`config.mk`:
```
export PLATFORM = sky130hd
export DESIGN_NAME = led_pattern_gen
export DESIGN_NICKNAME = d
export VERILOG_FILES = /design/src/rtl/led_pattern_gen.sv
export SDC_FILE = /design/constraint.sdc
export NUM_CORES = 1
export LEC_CHECK = 0
export CAP_MARGIN = 10
export CORE_MARGIN = 4
export CORE_UTILIZATION = 25
export CTS_BUF_LIST = sky130_fd_sc_hd__clkbuf_2 sky130_fd_sc_hd__clkbuf_4 sky130_fd_sc_hd__clkbuf_8
export CTS_CLUSTER_DIAMETER = 200
export DETAILED_ROUTE_END_ITERATION = 10
export PLACE_DENSITY = 0.43
export SYNTH_ARGS = -nofsm -noshare
export SYNTH_HDL_FRONTEND = slang
export SYNTH_SLANG_ARGS = --single-unit
```
`constraint.sdc`:
```
create_clock -name iCLK -period 1.7 [get_ports iCLK]
set_input_delay 0.255 -clock iCLK [delete_from_list [all_inputs] [get_ports iCLK]]
set_output_delay 0.255 -clock iCLK [all_outputs]
set_load 0.02 [all_outputs]
```
`src/rtl/led_pattern_gen.sv`:
```
// N-channel LED pattern generator: a prescaler tick drives the off, blink, chaser and PWM-dim patterns.
// Mode and duty are latched by a single-cycle load strobe, which also restarts every pattern counter.
module led_pattern_gen #(
  parameter int N_CH     = 4,
  parameter int PRESCALE = 25000000
) (
  input  logic            iCLK,
  input  logic            iRST_N,
  input  logic            iLOAD,
  input  logic [1:0]      iMODE,
  input  logic [7:0]      iDUTY,
  input  logic            iDIR,
  output logic [N_CH-1:0] oLED,
  output logic            oTICK
);

  localparam int PW   = $clog2(PRESCALE);
  localparam int POSW = (N_CH > 1) ? $clog2(N_CH) : 1;

  typedef enum logic [1:0] {
    MODE_OFF   = 2'b00,
    MODE_BLINK = 2'b01,
    MODE_CHASE = 2'b10,
    MODE_PWM   = 2'b11
  } mode_e;

  mode_e           mode_q, mode_d;
  logic [7:0]      duty_q, duty_d;
  logic [PW-1:0]   presc_q, presc_d;
  logic            blink_q, blink_d;
  logic [POSW-1:0] pos_q, pos_d;
  logic [7:0]      pwm_q, pwm_d;
  logic            tick;

  assign tick  = (presc_q == PW'(PRESCALE - 1));
  assign oTICK = tick;

  // A load restarts everything and swallows a coincident tick; otherwise only the active pattern moves.
  always_comb begin
    mode_d  = mode_q;
    duty_d  = duty_q;
    presc_d = presc_q;
    blink_d = blink_q;
    pos_d   = pos_q;
    pwm_d   = pwm_q;
    if (iLOAD) begin
      mode_d  = mode_e'(iMODE);
      duty_d  = iDUTY;
      presc_d = '0;
      blink_d = 1'b0;
      pos_d   = '0;
      pwm_d   = '0;
    end else begin
      presc_d = tick ? '0 : presc_q + PW'(1);
      if (mode_q == MODE_PWM) begin
        pwm_d = pwm_q + 8'd1;
      end
      if (tick) begin
        case (mode_q)
          MODE_BLINK: blink_d = ~blink_q;
          MODE_CHASE: begin
            if (iDIR) begin
              pos_d = (pos_q == '0) ? POSW'(N_CH - 1) : pos_q - POSW'(1);
            end else begin
              pos_d = (pos_q == POSW'(N_CH - 1)) ? '0 : pos_q + POSW'(1);
            end
          end
          default: ;
        endcase
      end
    end
  end

  always_ff @(posedge iCLK or negedge iRST_N) begin
    if (!iRST_N) begin
      mode_q  <= MODE_OFF;
      duty_q  <= '0;
      presc_q <= '0;
      blink_q <= 1'b0;
      pos_q   <= '0;
      pwm_q   <= '0;
    end else begin
      mode_q  <= mode_d;
      duty_q  <= duty_d;
      presc_q <= presc_d;
      blink_q <= blink_d;
      pos_q   <= pos_d;
      pwm_q   <= pwm_d;
    end
  end

  // LEDs decode from registered state only, so reset forces them dark without waiting for a clock.
  always_comb begin
    oLED = '0;
    case (mode_q)
      MODE_BLINK: oLED = {N_CH{blink_q}};
      MODE_CHASE: oLED = N_CH'(1) << pos_q;
      MODE_PWM:   oLED = {N_CH{pwm_q < duty_q}};
      default:    oLED = '0;
    endcase
  end

endmodule

```
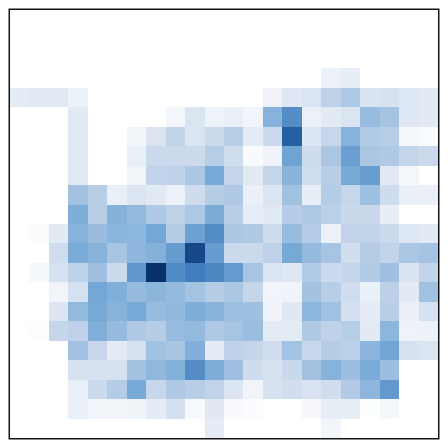
Figure 1: wiring heat map.
The die is cut into 22 by 22 equal tiles; white is low, dark blue is high, scaled to the fullest tile. Values are wire area over tile area, all layers added.
37% of the tiles are nearly empty. 5.6% of the tiles are over half the peak. The emptiest ninth of the die: upper left. The mean over all tiles is 0.080. The fullest tile reaches 0.45. The densest ninth of the die: centre.

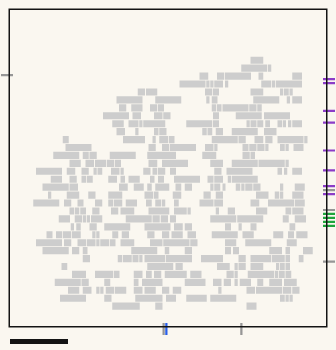
Figure 2: pin placement.
Bar = 20 µm. Pins as bars across the die edge, other pins in grey.
Key: green = `oLED` [pins 4, direction output, edge right]; purple = `iDUTY` [pins 8, direction input, edge right]; blue = `iLOAD` [pins 1, direction input, edge bottom]

==> run summary <==
R2r setup slk = -0.20 ns
RR Endpoint = presc_q[2]
Placed Area = 3261 µm²
Core region area = 9774 µm²
Register share after synthesis = 45.73%
Top Layout Cells = buf_4 (53), dfrtp_1 (44), nand2_1 (24)
Xor/xnor share = 10.44%
CTS sink cnt = 46
Share of post-route cells with drive strength above 1 = 39.02%
Area leader share = 45.73%
Syn Nets = 293
Cell taking the most area after synthesis = dfrtp_1
First drt pass iteration count = 4
Simple-Gate Area Share = 26.74%
Logic area = 1511 µm²
Final Slew Violations = 0
Syn Area/Cell = 9.464 µm²
Clk slew on worst S/H paths = 0.10 ns
WP data arrival = 1.72 ns
DR DRC count = 0
Number of port buffers = 18
Worst vdd ir = 0.0002954 V
First-pass GRT wire length = 10,580 µm
Synth cell types = 36
Vias per inst = 4.432
Area growth, synth to finish = 48.21%
FF/Latch Area = 1154 µm²
Yosys cell count = 266
Synthesis area per yosys = 2517 µm²
Die ar. = 11,740 µm²
Max Cap Viol = 0
Worst-path maximum fanout = 4
Tcrit/Tclk final = 116.1%
Drt wl/cell = 12.86 µm
Ports = 19
Fin Clk Skew = 0.01249 ns
Synth warnings = 0
Detailed Place HPWL = 4148 µm
Failing checks = negative setup slack
RSZ-0062 raised after global routing = true
Row cnt = 36
Setup CP Type = reg2out
PD cells = 595.6 nW/µm²
Tool warnings = 32
Post-Place Setup Slack = -0.4928 ns
Routability Congestion = 0.7224
Fp util = 25.76%
Top cells by area = dfrtp_1 (46%), xnor2_1 (7.7%), ha_1 (6.5%)
Power Total = 2.222 mW
Mux area share = 1.342%
Worst min path class = in2async
Initial antenna violation count = 0
Worst EP required = 1.44 ns
Final setup vio count = 32
CTS tree = yes
# nets final = 372
Worst Tran Pin Value = 0.4269 ns
Final ANT Viol Nets = 0
Root Driver = clkbuf_8
Finished Layout Cells = 479
DRT iter0 DRCs = 99
Dpl cells = 460
CTS Buf Count = 5
Aoi share = 5.417%
Finished layout cell area = 3731 µm²
Max Fclk = 506.5 MHz
Yosys reg bits = 46
Mapped Cells = 266
Grt total ovfl = 0
Leakage = 1.566 nW
Crit. Startpoint = pwm_q[1]
Worst setup EP type = output pin
Startpoint Class = flip-flop
Routed wire length = 6159 µm
Adder Area Share = 6.461%
Die W = 108.3 µm
Total number of vias = 2,123
Status = finished with violations
Final Hold Viols = 0
Total GRT Usage = 11.41%
Final Critical Period = 1.974 ns
Filler instances = 1,004
Clk latency late pin = 0.30 ns
R2R cell count = 8
Final core occ = 38.17%
Mapped Area = 2517 µm²
Slew headroom = 71.54%
Ant. Diodes = 0
Clk buf depth = 2
PnR worst setup slack = -0.2743 ns
Die H = 108.3 µm
Vias in the first global route = 2,173
H-tree levels = 2
Largest net degree at the start of global routing = 31
R2r startpoint = presc_q[17]
Top non-seq family = simple AND/OR/NAND/NOR gates
Most instantiated logic cell after routing = buf_4
-- worst max-delay path by stage --
stage,end
final,oLED[2]
after global routing,oLED[2]
after CTS,oLED[1]
after detailed placement,oLED[2]
after global placement,oLED[2]
after floorplan,presc_q[21]
-- worst max-delay path, stage by stage (launching register included) --
cell and delay (ns):
dfrtp_1 0.39, ha_1 0.28, a21oi_2 0.05, o21a_1 0.17, o211ai_1 0.16, buf_4 0.17, nand2_2 0.06, buf_6 0.13
-- state kept, by name, indices dropped and copies added, names as in the netlist --
signal	count
blink_q	1
duty_q	8
mode_q	2
pos_q	2
presc_q	25
pwm_q	8
-- cell families (layout without fill, tap and decap cells) --
family,after synthesis,after routing
AND-OR/OR-AND,25,25
buffers and inverters,23,102
flip-flops,46,46
XOR/XNOR,30,30
AND/OR/NAND/NOR,126,127
adder cells (fa/ha/maj),13,13
multiplexers,3,3
-- layer usage --
| metal | routed length, µm | vias to the layer above | GRT usage [%] |
|---|---|---|---|
| met3 | 205 | 4 | 2.209 |
| met4 | 43 | 0 | 2.435 |
| met2 | 3071 | 22 | 19.80 |
| met5 | 0 | - | 0 |
| li1 | - | 1064 | - |
| met1 | 2839 | 1033 | 14.74 |
-- power breakdown --
part / switching [mW] / total [mW] / internal, mW
clock network: 0.397 / 0.733 / 0.336
logic: 0.173 / 0.348 / 0.175
registers: 0.0161 / 1.14 / 1.13
-- per-stage QoR --
step	hold slack, ns	setup TNS [ns]
2_1_floorplan	-0.04059	-4.253
3_3_place_gp	0.2268	-3.235
3_5_place_dp	0.2252	-4.345
4_1_cts	0.4336	-4.913
5_1_grt	0.4569	-9.276
6_report	0.4197	-4.959
-- final cells by class --
cell class	count	area share [%]
multi-input cells	198	40.51
flip-flops and latches	46	30.92
repair buffers	80	20.05
well taps	133	4.460
clock buffers	6	2.213
inverters	14	1.408
clock inverters	2	0.4359
-- Yosys cell counts (all sizes together) --
library cell  count
dfrtp            46
nor2             38
nand2            30
xnor2            22
inv              14
ha               13
nand4            11
nor3             11
o21ai            11
a21oi            10
nand3             9
nor4              8
xor2              8
clkbuf            5
and4              4
buf               4
mux2              3
nand2b            3
and3              2
nor2b             2
or3               2
or4               2
a211oi            1
a221oi            1
and2              1
nand3b            1
o211ai            1
o21a              1
or2               1
or4b              1
-- timing repair --
action / in CTS / in global routing
setup endpoints to repair: 33 / 33
buffers inserted: 6 / 4
pin swaps: 15 / 12
gates resized: 64 / 34
cloned: 4 / 0
hold endpoints to repair: 16 / 0
hold buffers: 1 / 0
Power figures rest on the tool's default switching activity, not on a simulated workload.
